===== src/rtl/alu_sequencer.sv =====
// rtl/alu_sequencer.sv - multi-cycle AVR issue/commit stage feeding an external combinational ALU
module alu_sequencer #(
    parameter int DATA_WIDTH  = 8,
    parameter int INSTR_WIDTH = 16,
    parameter int REG_COUNT   = 32,
    parameter int OPSEL_COUNT = 4
) (
    input  logic                   clk,
    input  logic                   rst_n,
    input  logic                   instr_valid,
    input  logic [INSTR_WIDTH-1:0] instr,
    output logic                   instr_ready,
    output logic [OPSEL_COUNT-1:0] alu_opsel,
    output logic                   alu_enable,
    output logic [DATA_WIDTH-1:0]  alu_rd,
    output logic [DATA_WIDTH-1:0]  alu_rr,
    output logic [DATA_WIDTH-1:0]  alu_flags_in,
    input  logic [DATA_WIDTH-1:0]  alu_out,
    input  logic [DATA_WIDTH-1:0]  alu_flags_out,
    output logic [DATA_WIDTH-1:0]  sreg,
    output logic                   done,
    output logic                   illegal,
    input  logic [4:0]             dbg_addr,
    output logic [DATA_WIDTH-1:0]  dbg_data
);
    localparam logic [OPSEL_COUNT-1:0] OPSEL_NOP = 'd0;
    localparam logic [OPSEL_COUNT-1:0] OPSEL_ADD = 'd1;
    localparam logic [OPSEL_COUNT-1:0] OPSEL_ADC = 'd2;
    localparam logic [OPSEL_COUNT-1:0] OPSEL_SUB = 'd3;
    localparam logic [OPSEL_COUNT-1:0] OPSEL_AND = 'd4;
    localparam logic [OPSEL_COUNT-1:0] OPSEL_EOR = 'd5;
    localparam logic [OPSEL_COUNT-1:0] OPSEL_OR  = 'd6;
    localparam logic [OPSEL_COUNT-1:0] OPSEL_NEG = 'd7;

    typedef enum logic [1:0] {
        S_IDLE,
        S_DECODE,
        S_EXEC,
        S_WB
    } state_t;

    state_t                   state, state_nxt;
    logic [INSTR_WIDTH-1:0]   ir;
    logic [DATA_WIDTH-1:0]    rf [REG_COUNT];
    logic [DATA_WIDTH-1:0]    res_q, flags_q;

    logic [4:0]               d_idx, r_idx;
    logic [DATA_WIDTH-1:0]    kval;
    logic                     is_ldi, is_neg, is_alu;
    logic [OPSEL_COUNT-1:0]   dec_op;

    // ir stays stable from capture until the next accept, so decode is purely combinational
    always_comb begin
        d_idx  = ir[8:4];
        r_idx  = {ir[9], ir[3:0]};
        kval   = {ir[11:8], ir[3:0]};
        is_ldi = 1'b0;
        is_neg = 1'b0;
        dec_op = OPSEL_NOP;
        if (ir[15:12] == 4'b1110) begin
            is_ldi = 1'b1;
            d_idx  = {1'b1, ir[7:4]};
        end else if (ir[15:9] == 7'b1001010 && ir[3:0] == 4'b0001) begin
            is_neg = 1'b1;
            dec_op = OPSEL_NEG;
        end else begin
            case (ir[15:10])
                6'b000011: dec_op = OPSEL_ADD;
                6'b000111: dec_op = OPSEL_ADC;
                6'b000110: dec_op = OPSEL_SUB;
                6'b001000: dec_op = OPSEL_AND;
                6'b001001: dec_op = OPSEL_EOR;
                6'b001010: dec_op = OPSEL_OR;
                default:   dec_op = OPSEL_NOP;
            endcase
        end
        is_alu = (dec_op != OPSEL_NOP);
    end

    always_comb begin
        state_nxt = state;
        case (state)
            S_IDLE:   if (instr_valid) state_nxt = S_DECODE;
            S_DECODE: begin
                if (is_ldi)      state_nxt = S_WB;
                else if (is_alu) state_nxt = S_EXEC;
                else             state_nxt = S_IDLE;
            end
            S_EXEC:   state_nxt = S_WB;
            S_WB:     state_nxt = S_IDLE;
            default:  state_nxt = S_IDLE;
        endcase
    end

    always_ff @(posedge clk or negedge rst_n) begin
        if (!rst_n) begin
            state   <= S_IDLE;
            ir      <= '0;
            res_q   <= '0;
            flags_q <= '0;
            sreg    <= '0;
            done    <= 1'b0;
            illegal <= 1'b0;
            for (int i = 0; i < REG_COUNT; i++) rf[i] <= '0;
        end else begin
            state   <= state_nxt;
            done    <= 1'b0;
            illegal <= 1'b0;
            case (state)
                S_IDLE:   if (instr_valid) ir <= instr;
                S_DECODE: if (!is_ldi && !is_alu) illegal <= 1'b1;
                S_EXEC: begin
                    res_q   <= alu_out;
                    flags_q <= alu_flags_out;
                end
                S_WB: begin
                    rf[d_idx] <= is_ldi ? kval : res_q;
                    if (!is_ldi) sreg <= flags_q;
                    done <= 1'b1;
                end
                default: ;
            endcase
        end
    end

    // NEG is unary: the ALU sees Rd with a zero second operand
    assign instr_ready  = (state == S_IDLE) && rst_n;
    assign alu_enable   = (state == S_EXEC);
    assign alu_opsel    = (state == S_IDLE) ? OPSEL_NOP : dec_op;
    assign alu_rd       = (state == S_EXEC) ? rf[d_idx] : '0;
    assign alu_rr       = (state == S_EXEC && !is_neg) ? rf[r_idx] : '0;
    assign alu_flags_in = sreg;
    assign dbg_data     = rf[dbg_addr];
endmodule


===== config.mk =====
export PLATFORM = sky130hd
export DESIGN_NAME = alu_sequencer
export DESIGN_NICKNAME = d
export VERILOG_FILES = /design/src/rtl/alu_sequencer.sv
export SDC_FILE = /design/constraint.sdc
export NUM_CORES = 1
export LEC_CHECK = 0
export ABC_AREA = 1
export CAP_MARGIN = 40
export CORE_MARGIN = 2
export CORE_UTILIZATION = 35
export CTS_CLUSTER_SIZE = 10
export DETAILED_ROUTE_END_ITERATION = 7
export PLACE_DENSITY = 0.61
export SLEW_MARGIN = 10
export SYNTH_ARGS = -nofsm -noshare
export SYNTH_HDL_FRONTEND = slang
export SYNTH_SLANG_ARGS = --single-unit
export TNS_END_PERCENT = 1

===== constraint.sdc =====
create_clock -name clk -period 3.55 [get_ports clk]
set_input_delay 1.065 -clock clk [delete_from_list [all_inputs] [get_ports clk]]
set_output_delay 1.065 -clock clk [all_outputs]
set_load 0.005 [all_outputs]

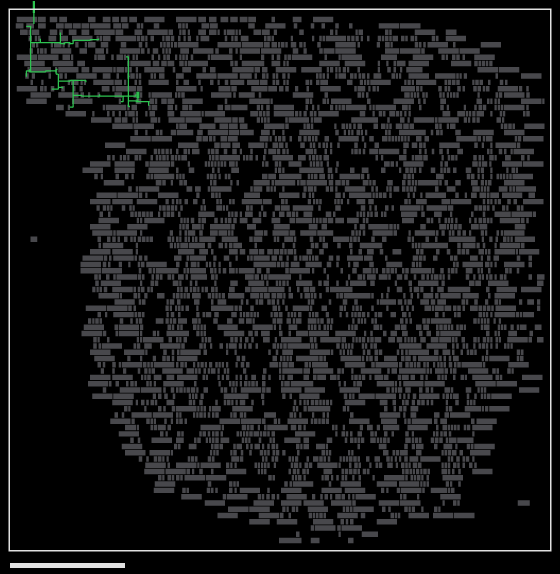
*I/O nets highlighted, run 1*
The bar under the picture is 50 um long.
- alu_enable: green (bits 1; direction output; edge top; end cells 1; wire 196 um)

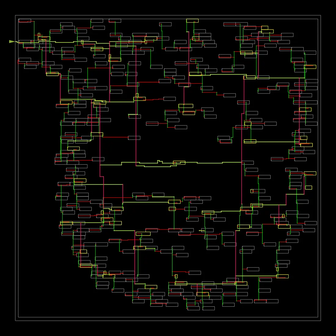
*Clock nets, run 1*
TritonCTS Buffers: 39
Late-Pin Clk Latency: 570 ps
CTS Sinks: 300
number of clock buffers in the layout: 55

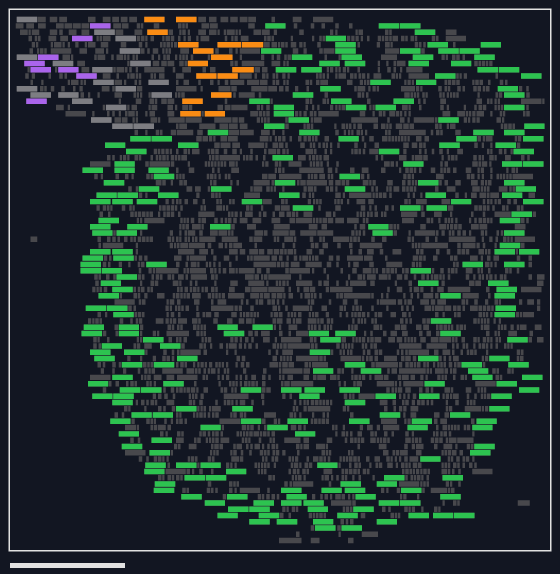
*Sequential cells grouped by signal name, run 1*
The bar under the picture is 50 um long. Other sequential cells in the stronger gray, the rest of the logic in the fainter gray.
- rf: green (sequential cells 256; where all over the die)
- alu_flags_in: purple (sequential cells 8; where top left)
- ir: orange (sequential cells 16)
- not colored: 20

run 1: flip-flops by register name, indices dropped and copies added (netlist names), named ones only:
name / flops
illegal: 1
ir: 16
state: 1
flags_q: 8
res_q: 8
alu_flags_in: 8
rf: 256
done: 1
run 1: worst register-to-register path, cell delays in order, from the launching register on:
cell and delay, ps:
dfrtp_2 470, buf_6 160, inv_4 70, buf_12 210
nand2_1 120, buf_4 170, buf_4 130, nor2_1 440
buf_4 260, nand2_1 370, o21ai_0 310
run 1: synth_stat cells (2+ instances only):
| master | n | share of area, % |
|---|---|---|
| nand2_1 | 1197 | 24 |
| nand3_1 | 410 | 11 |
| dfrtp_1 | 300 | 41 |
| o21ai_0 | 277 | 7.5 |
| nor2_1 | 225 | 4.6 |
| clkbuf_1 | 102 | 2.1 |
| a21oi_1 | 77 | 2.1 |
| buf_2 | 62 | 1.7 |
| inv_1 | 53 | 1.1 |
| o21ai_1 | 38 | 1.0 |
| o211ai_1 | 22 | 0.89 |
| clkbuf_2 | 19 | 0.51 |
| buf_1 | 16 | 0.32 |
| buf_4 | 12 | 0.49 |
| clkinv_1 | 10 | 0.20 |
| inv_2 | 9 | 0.18 |
| o31ai_1 | 5 | 0.20 |
| nand3_2 | 4 | 0.22 |
| nand4_2 | 4 | 0.27 |
| nand4_1 | 3 | 0.10 |
| mux2_2 | 2 | 0.12 |
| nand2_4 | 2 | 0.12 |
| nor2_2 | 2 | 0.068 |
| nor3_1 | 2 | 0.054 |
| o21ai_2 | 2 | 0.095 |
run 1: metrics by stage:
stage	instance area (um^2)	hold WS, ps	TNS [ps]	worst slack, ps
2_1_floorplan	18500	437	0	252
3_3_place_gp	21200	459	-5680	-690
3_5_place_dp	21300	473	-5890	-668
4_1_cts	24300	489	-2630	-171
5_1_grt	24500	519	-3860	-261
6_report	24500	485	-2650	-233
run 1: final timing paths:
check                                 start     endpoint  slack, ps  cells past startpoint
worst max-delay path            dbg_addr[0]  dbg_data[2]       -230                     12
worst min-delay path             flags_q[7]   flags_q[7]        490                      2
worst max register to register        ir[4]       rf[78]        750                     10
worst min register to register   flags_q[7]   flags_q[7]        490                      2
max in group asynchronous             rst_n        ir[0]       1670                      3
min in group asynchronous             rst_n      rf[141]        610                      2
run 1: cell usage in the layout, fill, tap and decap left out, types with 54 or more instances in the layout:
cell type,instances
dfrtp_1,296
nor2_1,140
o21ai_0,267
nand2_1,1174
buf_4,142
nand3_2,54
nand3_1,356
clkdlybuf4s50_1,54
a21oi_1,59
nor2_2,57
run 1: repair_timing:
item | 4_1_cts | 5_1_grt
resized | 312 | 75
cloned | 20 | 1
pin swaps | 92 | 48
setup buffers | 49 | 3
setup endpoints to repair | 27 | 24
run 1: layout make-up:
class | count | share of cell area (%)
diodes | 1 | 0.0102
clock buffers | 55 | 4.68
clock inverters | 6 | 0.326
inverters | 72 | 1.27
multi-input cells | 2279 | 43.5
flip-flops and latches | 300 | 30.6
well taps | 688 | 3.51
repair buffers | 333 | 16.0
repair inverters | 1 | 0.0459
run 1: metal layers:
metal	global-route usage, %	vias to the layer above	part of all wire, %
met5	0	-	0.012
met4	21.2	2	7.1
met3	7.34	360	11
met2	49.1	1483	43
met1	43.6	10200	39
li1	-	9614	-
==> reports/metrics.csv, run 1 <==
stage,metric,value,unit
outcome,run status,"complete, but fails checks",
worst_setup_path,crit path cell chain,buf_16 > buf_12 > buf_4 > buf_4 > nand2_1 > nand3_1 > nand3_1 > nand2_1 > a21oi_1 > a21oi_1 > buf_4 > dlygate4sd2_1,
sta,max-slew violations,0,
pwr,power share of the clock group,19.7,%
worst_setup_path,WP buf/inv,6,
sta,fin worst setup slack,-233,ps
outcome,violated checks,negative setup slack,
yosys,Mux cell area share,0.122,%
yosys,ys flops,300,
yosys,simple share,41.0,%
finish,Logic cell area,10700,um^2
yosys,Post-Synthesis Cells,2862,
die,num ports,88,
sta,fmax,0.264,GHz
yosys,post-synth cell types,32,
sta,Final setup viols,21,
finish,Area Growth Syn to Fin,32.6,%
sta,worst slew pin tran,891,ps
pwr,total power,20.0,mW
yosys,asr flop ratio synth,100,%
die,Die Area,54800,um^2
grt,wire length of the first global-routing pass,135000,um
clock_network,Clock Pin Slew Worst Setup and Hold Paths,60,ps
worst_setup_path,WP data required,2480,ps
sta,Tmin final,3780,ps
worst_setup_path,most frequent CP cell,buf_4,
sta,fin crit share,107,%
die,Die X,234,um
pwr,Int Power,10.6,mW
yosys,Yosys Instances,2862,
yosys,number of flops mapped to enable cells by yosys,0,
sta,clk_skew,21.7,ps
yosys,syn nets,2902,
routing,Total Wirelength,90700,um
==> run 1 -> run 2 <==
--- a/config.mk
+++ b/config.mk
@@ -12,6 +12,7 @@
 export CTS_CLUSTER_SIZE = 10
 export DETAILED_ROUTE_END_ITERATION = 7
 export PLACE_DENSITY = 0.61
+export SKIP_CTS_REPAIR_TIMING = 1
 export SLEW_MARGIN = 10
 export SYNTH_ARGS = -nofsm -noshare
 export SYNTH_HDL_FRONTEND = slang
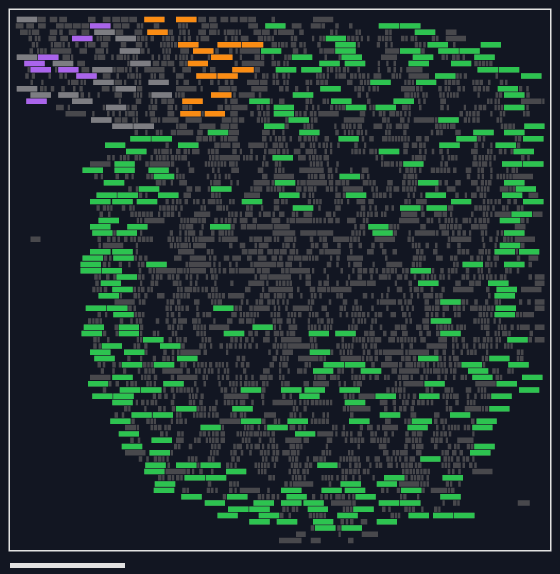
*Sequential cells grouped by signal name, run 2*
The bar under the picture is 50 um long. Other sequential cells in the stronger gray, the rest of the logic in the fainter gray.
- rf: green (sequential cells 256; where all over the die)
- ir: orange (sequential cells 16)
- alu_flags_in: purple (sequential cells 8; where top left)

==> run 2 against run 1 <==
  * Global-route usage shrank 2.2 points
  * Via count shrank 1.0%
  * Clock power is essentially flat
  * The flow still finishes with violations (negative setup slack)
  * Highest routed layer is now met4
  * Critical endpoint is now alu_rd[1]
==> reports/metrics.csv, run 2 <==
stage,metric,value,unit,change
outcome,run status,"complete, but fails checks",,unchanged
outcome,violated checks,negative setup slack,,unchanged
yosys,number of flops mapped to enable cells by yosys,0,,unchanged
clock_network,Clock Pin Slew Worst Setup and Hold Paths,60,ps,about the same
sta,Tmin final,3790,ps,was 3780 ps
yosys,post-synth cell types,32,,unchanged
worst_setup_path,Worst R2R Setup Slack,710,ps,was 750 ps
sta,fin crit share,107,%,about the same
yosys,asr flop ratio synth,100,%,unchanged
worst_setup_path,cell count of the worst reg-to-reg path,11,,was 10
yosys,top cells by count,"1197 x nand2_1, 410 x nand3_1, 300 x dfrtp_1",,unchanged
finish,final instance area,23900,um^2,was 24500 um^2
finish,Largest register FFs,256,,unchanged
die,Die X,234,um,unchanged
die,num ports,88,,unchanged
sta,fin worst setup slack,-244,ps,was -233 ps
yosys,Post-Synthesis Cells,2862,,unchanged
grt,wire length of the first global-routing pass,127000,um,was 135000 um
yosys,"top cells, area","dfrtp_1 41%, nand2_1 24%, nand3_1 11%",,unchanged
worst_hold_path,Hold Path Stages,2,,unchanged
yosys,"area leader, netlist",dfrtp_1,,unchanged
worst_hold_path,Worst Min Path Start,flags_q[7],,unchanged
finish,most numerous logic cells after layout,"1177 x nand2_1, 364 x nand3_1, 296 x dfrtp_1",,"was 1174 x nand2_1, 356 x nand3_1, 296 x dfrtp_1"
sta,Final setup viols,21,,unchanged
worst_setup_path,WP data required,2480,ps,about the same
-- run 2: cell counts after synthesis --
No cell type changed its count.
-- run 2: layout make-up --
type | instances | area, um^2
timing repair buffer | 310 | 3570
fill | 5281 | 28500
multi-input combinational | 2279 | 10400
tap | 688 | 861
inverter | 72 | 322
sequential | 300 | 7510
clock buffer | 55 | 1150
clock inverter | 6 | 80.1
timing repair inverter | 1 | 11.3
-- run 2: routing by layer --
layer / routed length [um] / GRT usage [%] / vias to the layer above
met5: 0 / 0 / -
met2: 38700 / 46.4 / 1373
met1: 35300 / 41.7 / 10200
met3: 9450 / 5.74 / 303
met4: 5670 / 18.1 / 0
li1: - / - / 9542
-- run 2: cells by family after synthesis --
kind of cell           share of synthesized area [%]
AOI/OAI and AO/OA                               11.8
DFF                                             40.5
and+or+nand+nor                                 41.0
muxes                                          0.122
buffers and inverters                           6.53
other                                         0.0203
-- run 2: worst max-delay path, cell delays in order, from the launching register on --
cell	delay (ps)
dfrtp_2	470
buf_12	160
nor2_4	150
buf_12	150
buf_12	160
buf_4	120
nand2_1	40
nand2_1	80
nor2_2	60
nor2_2	160
nor2_1	90
nand2_1	130
nor2_2	70
buf_4	130
nor2_2	80
buf_2	110
-- run 2: per-stage QoR --
stage	hold slack [ps]	total power, mW	util [%]	setup slack (ps)
floorplan	437	9.55	-	252
global placement	459	13.8	40.5	-690
detailed placement	473	13.9	40.5	-668
CTS	489	17.9	42.9	-816
global route	519	19.8	45.7	-269
finish	485	19.1	45.7	-244
-- run 2: where the power goes --
group	switching (mW)	internal, mW
logic	6.35	3.35
clock network	1.57	2.37
registers	1.10	4.33
-- run 2: worst max-delay path by stage --
stage / endpoint / cells past startpoint / startpoint
floorplan: dbg_data[2] / 10 / dbg_addr[0]
global placement: dbg_data[2] / 8 / dbg_addr[2]
detailed placement: dbg_data[4] / 8 / dbg_addr[2]
CTS: alu_rd[1] / 14 / ir[4]
global route: alu_rd[1] / 15 / ir[4]
finish: alu_rd[1] / 15 / ir[5]
No activity file was given, so power comes from the tool's default toggle rates.
